$ cat src/rtl/data_mem_responder_pkg.sv
// Shared constants for the data-memory responder: widths, state codes and
// the latency-to-counter helper used by the FSM.
package data_mem_responder_pkg;

    localparam int ADDR_W = 8;
    localparam int DATA_W = 16;
    localparam int CNT_W  = 4;

    localparam logic [1:0] ST_IDLE       = 2'd0;
    localparam logic [1:0] ST_READ_WAIT  = 2'd1;
    localparam logic [1:0] ST_WRITE_WAIT = 2'd2;

    // The counter is loaded with LAT-1 so the completion edge is N+LAT.
    function automatic logic [CNT_W-1:0] lat_to_cnt(input int lat);
        lat_to_cnt = CNT_W'(lat - 1);
    endfunction

endpackage

$ cat src/rtl/data_mem_responder_mem_array.sv
// 256x16 storage: synchronous write port, combinational read port.
// Contents are deliberately not reset.
module mem_array_256x16
    import data_mem_responder_pkg::*;
(
    input  logic              i_clk,
    input  logic              i_we,
    input  logic [ADDR_W-1:0] i_addr,
    input  logic [DATA_W-1:0] i_wdata,
    output logic [DATA_W-1:0] o_rdata
);

    logic [DATA_W-1:0] r_mem [2**ADDR_W];

    // Write port: commit on the clock edge when enabled.
    always_ff @(posedge i_clk) begin
        if (i_we) begin
            r_mem[i_addr] <= i_wdata;
        end
    end

    assign o_rdata = r_mem[i_addr];

endmodule

$ cat src/rtl/data_mem_responder.sv
// Data-memory responder: accepts one load or store at a time, answers after a
// programmable latency and flags protocol violations in a sticky error bit.
module data_mem_responder
    import data_mem_responder_pkg::*;
#(
    parameter int READ_LATENCY  = 2,
    parameter int WRITE_LATENCY = 1,
    parameter int DEPTH         = 256
) (
    input  logic              clk,
    input  logic              rst,
    input  logic              readReq,
    input  logic              writeReq,
    input  logic [ADDR_W-1:0] memAddr,
    input  logic [DATA_W-1:0] memValueStore,
    output logic [DATA_W-1:0] memValueLoad,
    output logic              valueReady,
    output logic              writeDone,
    output logic              busy,
    output logic              reqError
);

    localparam logic [CNT_W-1:0] RD_CNT = lat_to_cnt(READ_LATENCY);
    localparam logic [CNT_W-1:0] WR_CNT = lat_to_cnt(WRITE_LATENCY);

    logic [1:0]        r_state;
    logic [CNT_W-1:0]  r_cnt;
    logic [ADDR_W-1:0] r_addr;
    logic [DATA_W-1:0] r_data;
    logic [DATA_W-1:0] r_load;
    logic              r_value_ready;
    logic              r_write_done;
    logic              r_busy;
    logic              r_req_error;
    logic              r_read_q;
    logic              r_write_q;

    logic              w_mem_we;
    logic [DATA_W-1:0] w_rd_data;
    logic              w_rise_busy;

    // A request held since acceptance is fine; only a fresh rising edge while busy is an error.
    assign w_rise_busy = (r_state != ST_IDLE) &&
                         ((readReq && !r_read_q) || (writeReq && !r_write_q));
    assign w_mem_we    = (r_state == ST_WRITE_WAIT) && (r_cnt == 4'd0);

    mem_array_256x16 u_mem (
        .i_clk   (clk),
        .i_we    (w_mem_we),
        .i_addr  (r_addr),
        .i_wdata (r_data),
        .o_rdata (w_rd_data)
    );

    // Request FSM, latency counter, response pulses and error flag.
    always_ff @(posedge clk or negedge rst) begin
        if (!rst) begin
            r_state       <= ST_IDLE;
            r_cnt         <= 4'd0;
            r_addr        <= 8'd0;
            r_data        <= 16'd0;
            r_load        <= 16'd0;
            r_value_ready <= 1'b0;
            r_write_done  <= 1'b0;
            r_busy        <= 1'b0;
            r_req_error   <= 1'b0;
            r_read_q      <= 1'b0;
            r_write_q     <= 1'b0;
        end else begin
            r_read_q      <= readReq;
            r_write_q     <= writeReq;
            r_value_ready <= 1'b0;
            r_write_done  <= 1'b0;
            case (r_state)
                ST_IDLE: begin
                    if (writeReq) begin
                        r_addr  <= memAddr;
                        r_data  <= memValueStore;
                        r_cnt   <= WR_CNT;
                        r_busy  <= 1'b1;
                        r_state <= ST_WRITE_WAIT;
                        if (readReq) begin
                            r_req_error <= 1'b1;
                        end
                    end else if (readReq) begin
                        r_addr  <= memAddr;
                        r_cnt   <= RD_CNT;
                        r_busy  <= 1'b1;
                        r_state <= ST_READ_WAIT;
                    end else begin
                        r_state <= ST_IDLE;
                    end
                end
                ST_READ_WAIT: begin
                    if (r_cnt == 4'd0) begin
                        r_load        <= w_rd_data;
                        r_value_ready <= 1'b1;
                        r_busy        <= 1'b0;
                        r_state       <= ST_IDLE;
                    end else begin
                        r_cnt <= r_cnt - 4'd1;
                    end
                end
                ST_WRITE_WAIT: begin
                    if (r_cnt == 4'd0) begin
                        r_write_done <= 1'b1;
                        r_busy       <= 1'b0;
                        r_state      <= ST_IDLE;
                    end else begin
                        r_cnt <= r_cnt - 4'd1;
                    end
                end
                default: begin
                    r_busy  <= 1'b0;
                    r_state <= ST_IDLE;
                end
            endcase
            if (w_rise_busy) begin
                r_req_error <= 1'b1;
            end
        end
    end

    assign memValueLoad = r_load;
    assign valueReady   = r_value_ready;
    assign writeDone    = r_write_done;
    assign busy         = r_busy;
    assign reqError     = r_req_error;

endmodule

$ cat config.mk
export PLATFORM = sky130hd
export DESIGN_NAME = data_mem_responder
export DESIGN_NICKNAME = d
export VERILOG_FILES = /design/src/rtl/data_mem_responder_pkg.sv /design/src/rtl/data_mem_responder_mem_array.sv /design/src/rtl/data_mem_responder.sv
export SDC_FILE = /design/constraint.sdc
export NUM_CORES = 2
export LEC_CHECK = 0
export CAP_MARGIN = 20
export CORE_MARGIN = 1.5
export CORE_UTILIZATION = 45
export CTS_CLUSTER_SIZE = 14
export DETAILED_ROUTE_END_ITERATION = 6
export PLACE_DENSITY = 0.64
export SLEW_MARGIN = 10
export SYNTH_ARGS = -nofsm -noshare
export SYNTH_HDL_FRONTEND = slang
export SYNTH_SLANG_ARGS = --single-unit
export TNS_END_PERCENT = 10
$ cat constraint.sdc
create_clock -name clk -period 4.4 [get_ports clk]
set_input_delay 1.1 -clock clk [delete_from_list [all_inputs] [get_ports clk]]
set_output_delay 1.1 -clock clk [all_outputs]
set_load 0.01 [all_outputs]
Figure 1. Routing congestion.
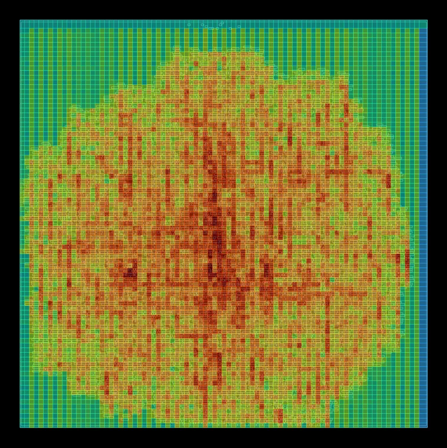
gr usage total: 0.241
met3 usage in global routing: 0.0496
grt met2 use: 0.378
Top Usage Layer GRT: met2
DR WL/cell: 33.3 µm

Figure 2. Cell area per tile.
The die is cut into 30 by 30 equal tiles; black is low, pale yellow is high, 0 to 100% covered.
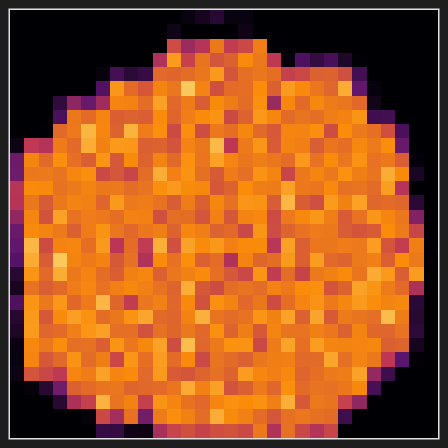
mean over tiles	50%
emptiest ninth of the die	north-west
fullest tile	88%
core area: 353000 µm²
starting density of the core: 0.452
utilization of the core after routing: 0.521

Figure 3. Sequential cells grouped by signal name.
Scale bar: 200 µm.
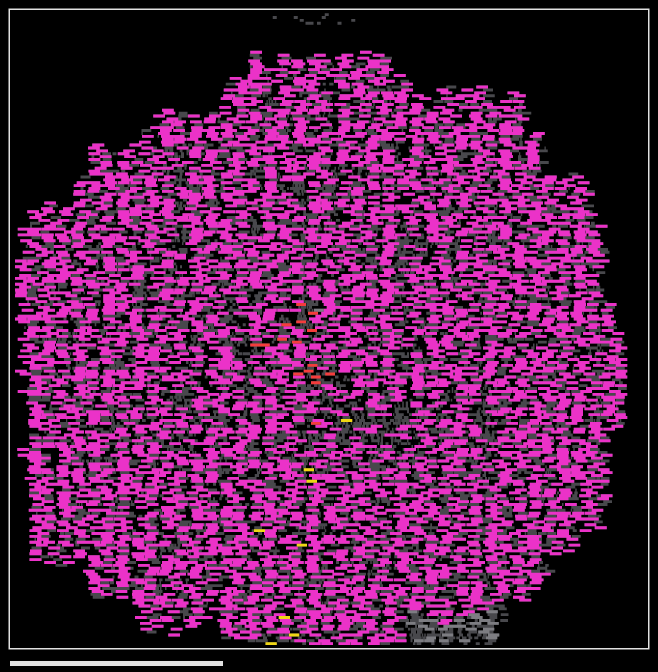
colour	name in the netlist	placed flops	where
yellow	r_addr	8	south
red	memValueLoad	16	centre
magenta	u_mem.r_mem	4096	spread over the die
not coloured	28

Figure 4. Placement by cell class.
Scale bar: 200 µm. Fill, decap, tap and diode cells in grey.
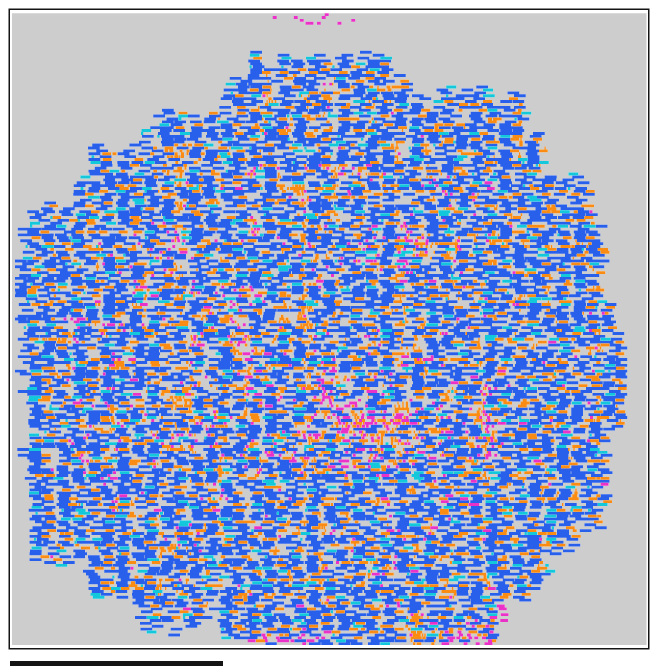
colour	class	cells
cyan	clock drivers and dummy loads	768
blue	sequential cells	4148
orange	combinational and other logic	2678
magenta	remaining buffers and delay cells	673

Figure 5. Routed metal, one colour a layer.
Scale bar: 200 µm. Two of the layers only.
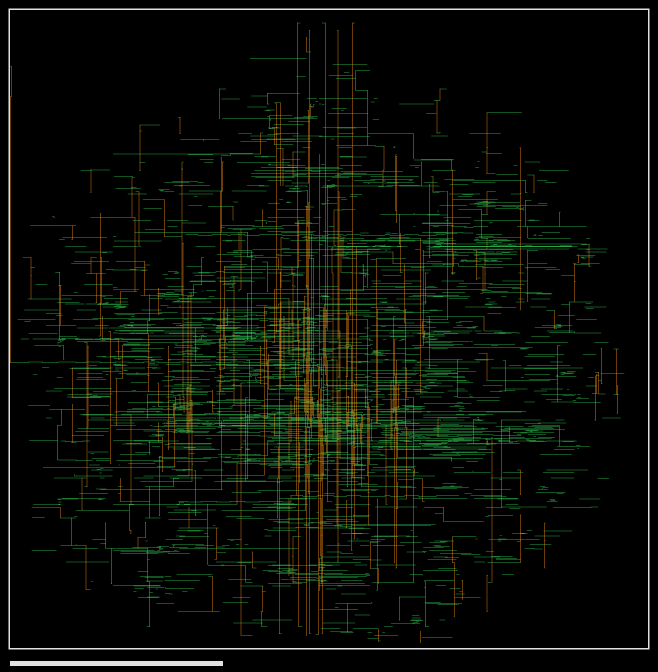
colour	layer	wire length
green	metal 3	43.1 mm
orange	metal 4	18800 µm
via count: 80400
final WL: 434000 µm

[metal layers]
metal | routed length, µm | GRT usage | vias up
li1 | - | - | 31900
met1 | 167000 | 0.334 | 43200
met2 | 205000 | 0.378 | 4536
met5 | 48 | 0 | -
met4 | 18800 | 0.0907 | 8
met3 | 43100 | 0.0496 | 741
[how the worst max path moves through the flow]
stage / startpoint / to / cells after the start
5_1_grt: r_addr[0] / memValueLoad[15] / 10
2_1_floorplan: r_data[0] / u_mem.r_mem[0][0] / 0
4_1_cts: r_addr[0] / memValueLoad[15] / 10
3_5_place_dp: r_addr[0] / memValueLoad[15] / 10
6_report: r_addr[0] / memValueLoad[15] / 10
3_3_place_gp: r_addr[2] / u_mem.r_mem[140][1] / 5
[logic make-up after synthesis]
family                     count (synthesis)  share of synthesized area
muxes                                   1330                      0.162
AOI/OAI and AO/OA                        473                     0.0222
buffers and inverters                    446                     0.0142
and+or+nand+nor                          857                     0.0226
DFF                                     4148                      0.779
adders and majority gates                  5                   0.000392
[power breakdown]
part	leakage, nW	internal, mW	switching [mW]
Combinational	14.1	13.9	24.3
Clock	6.80	21.1	15.0
Sequential	37.4	49.8	2.20
Total	58.4	84.9	41.5
[registers in the layout, indices dropped and copies added, names as in the netlist]
register	flops
busy	1
memValueLoad	16
r_addr	8
r_cnt	4
r_data	16
r_read_q	1
r_state	2
r_write_q	1
reqError	1
u_mem.r_mem	4096
valueReady	1
writeDone	1
[cell type report]
type | instances | area, µm² | area share
inverters | 13 | 65.1 | 0.000354
multi-input cells | 2665 | 33300 | 0.181
clock inverters | 266 | 3010 | 0.0164
flip-flops and latches | 4148 | 124000 | 0.676
repair buffers | 673 | 6380 | 0.0347
clock buffers | 502 | 11000 | 0.0595
diodes | 17 | 42.5 | 0.000231
well taps | 4730 | 5920 | 0.0322
[metrics by stage]
| step | hold WS, ns | instances | power, mW | setup slack, ns |
|---|---|---|---|---|
| after floorplan | 0.496 | 7259 | 74.9 | 0.418 |
| after global placement | 0.461 | 12200 | 90.3 | 0.333 |
| after detailed placement | 0.465 | 12200 | 90.9 | 0.295 |
| after CTS | 0.215 | 13000 | 127 | 0.274 |
| after global routing | 0.249 | 13000 | 130 | 0.162 |
| final | 0.248 | 13000 | 126 | 0.221 |
[layout by cell type, fill, tap and decap left out, types with 12 or more instances in the layout]
cell type and instances:
nor3_1 26, and3_1 16, clkbuf_1 71, o22ai_1 38
a22oi_1 61, o21ai_0 32, diode_2 17, dfrtp_1 28
mux4_2 1000, a22o_1 22, clkdlybuf4s50_1 46, clkinv_1 96
o22a_1 14, buf_12 95, mux2i_1 296, nor2_2 28
mux2_2 34, nand3_1 70, nand4_1 13, a21oi_1 59
edfxtp_1 4096, a32oi_1 126, a31oi_1 16, nor2_1 277
nand2_1 359, clkinv_2 76, clkbuf_16 422, dfrtp_4 20
a221oi_1 12, buf_4 530, bufinv_16 58, o211ai_1 17
clkinvlp_4 13
[worst max-delay path, stage by stage (launching register included)]
cell      delay [ns]
dfrtp_4         0.85
buf_12          0.26
buf_12          0.23
buf_4           0.29
mux4_2          0.55
a22oi_1         0.21
a21oi_1         0.18
a311oi_1        0.77
buf_4           0.24
o311ai_1        0.11
o32a_1          0.37
==> reports/results.tsv <==
metric	value	unit
leading area contributor after synthesis	edfxtp_1	
Worst IR Drop VDD	614	µV
Fmax achieved	239	MHz
status	finished, final reports clean	
Worst EP required	5.27	ns
residual DRC count	0	
setup TNS	0	ns
max cap viols	0	
total gr overflow	0	
share of layout cells above drive strength 1	0.283	
crit path kind	flip-flop to flip-flop	
Die ar.	358000	µm²
die span in y	599	µm
RR Endpoint	memValueLoad[15]	
gpl congestion	0.893	
synthesized cell area	160000	µm²
Clock Path Buffers	4	
syn nets	7292	
worst path arrival time	5.05	ns
tool warning count	85	
worst slew pin tran	1.23	ns
CTS tree	yes	
power density over cell area	687	nW/µm²
Max Slew Vio Count	0	
Power is estimated from default activity; no workload was simulated.
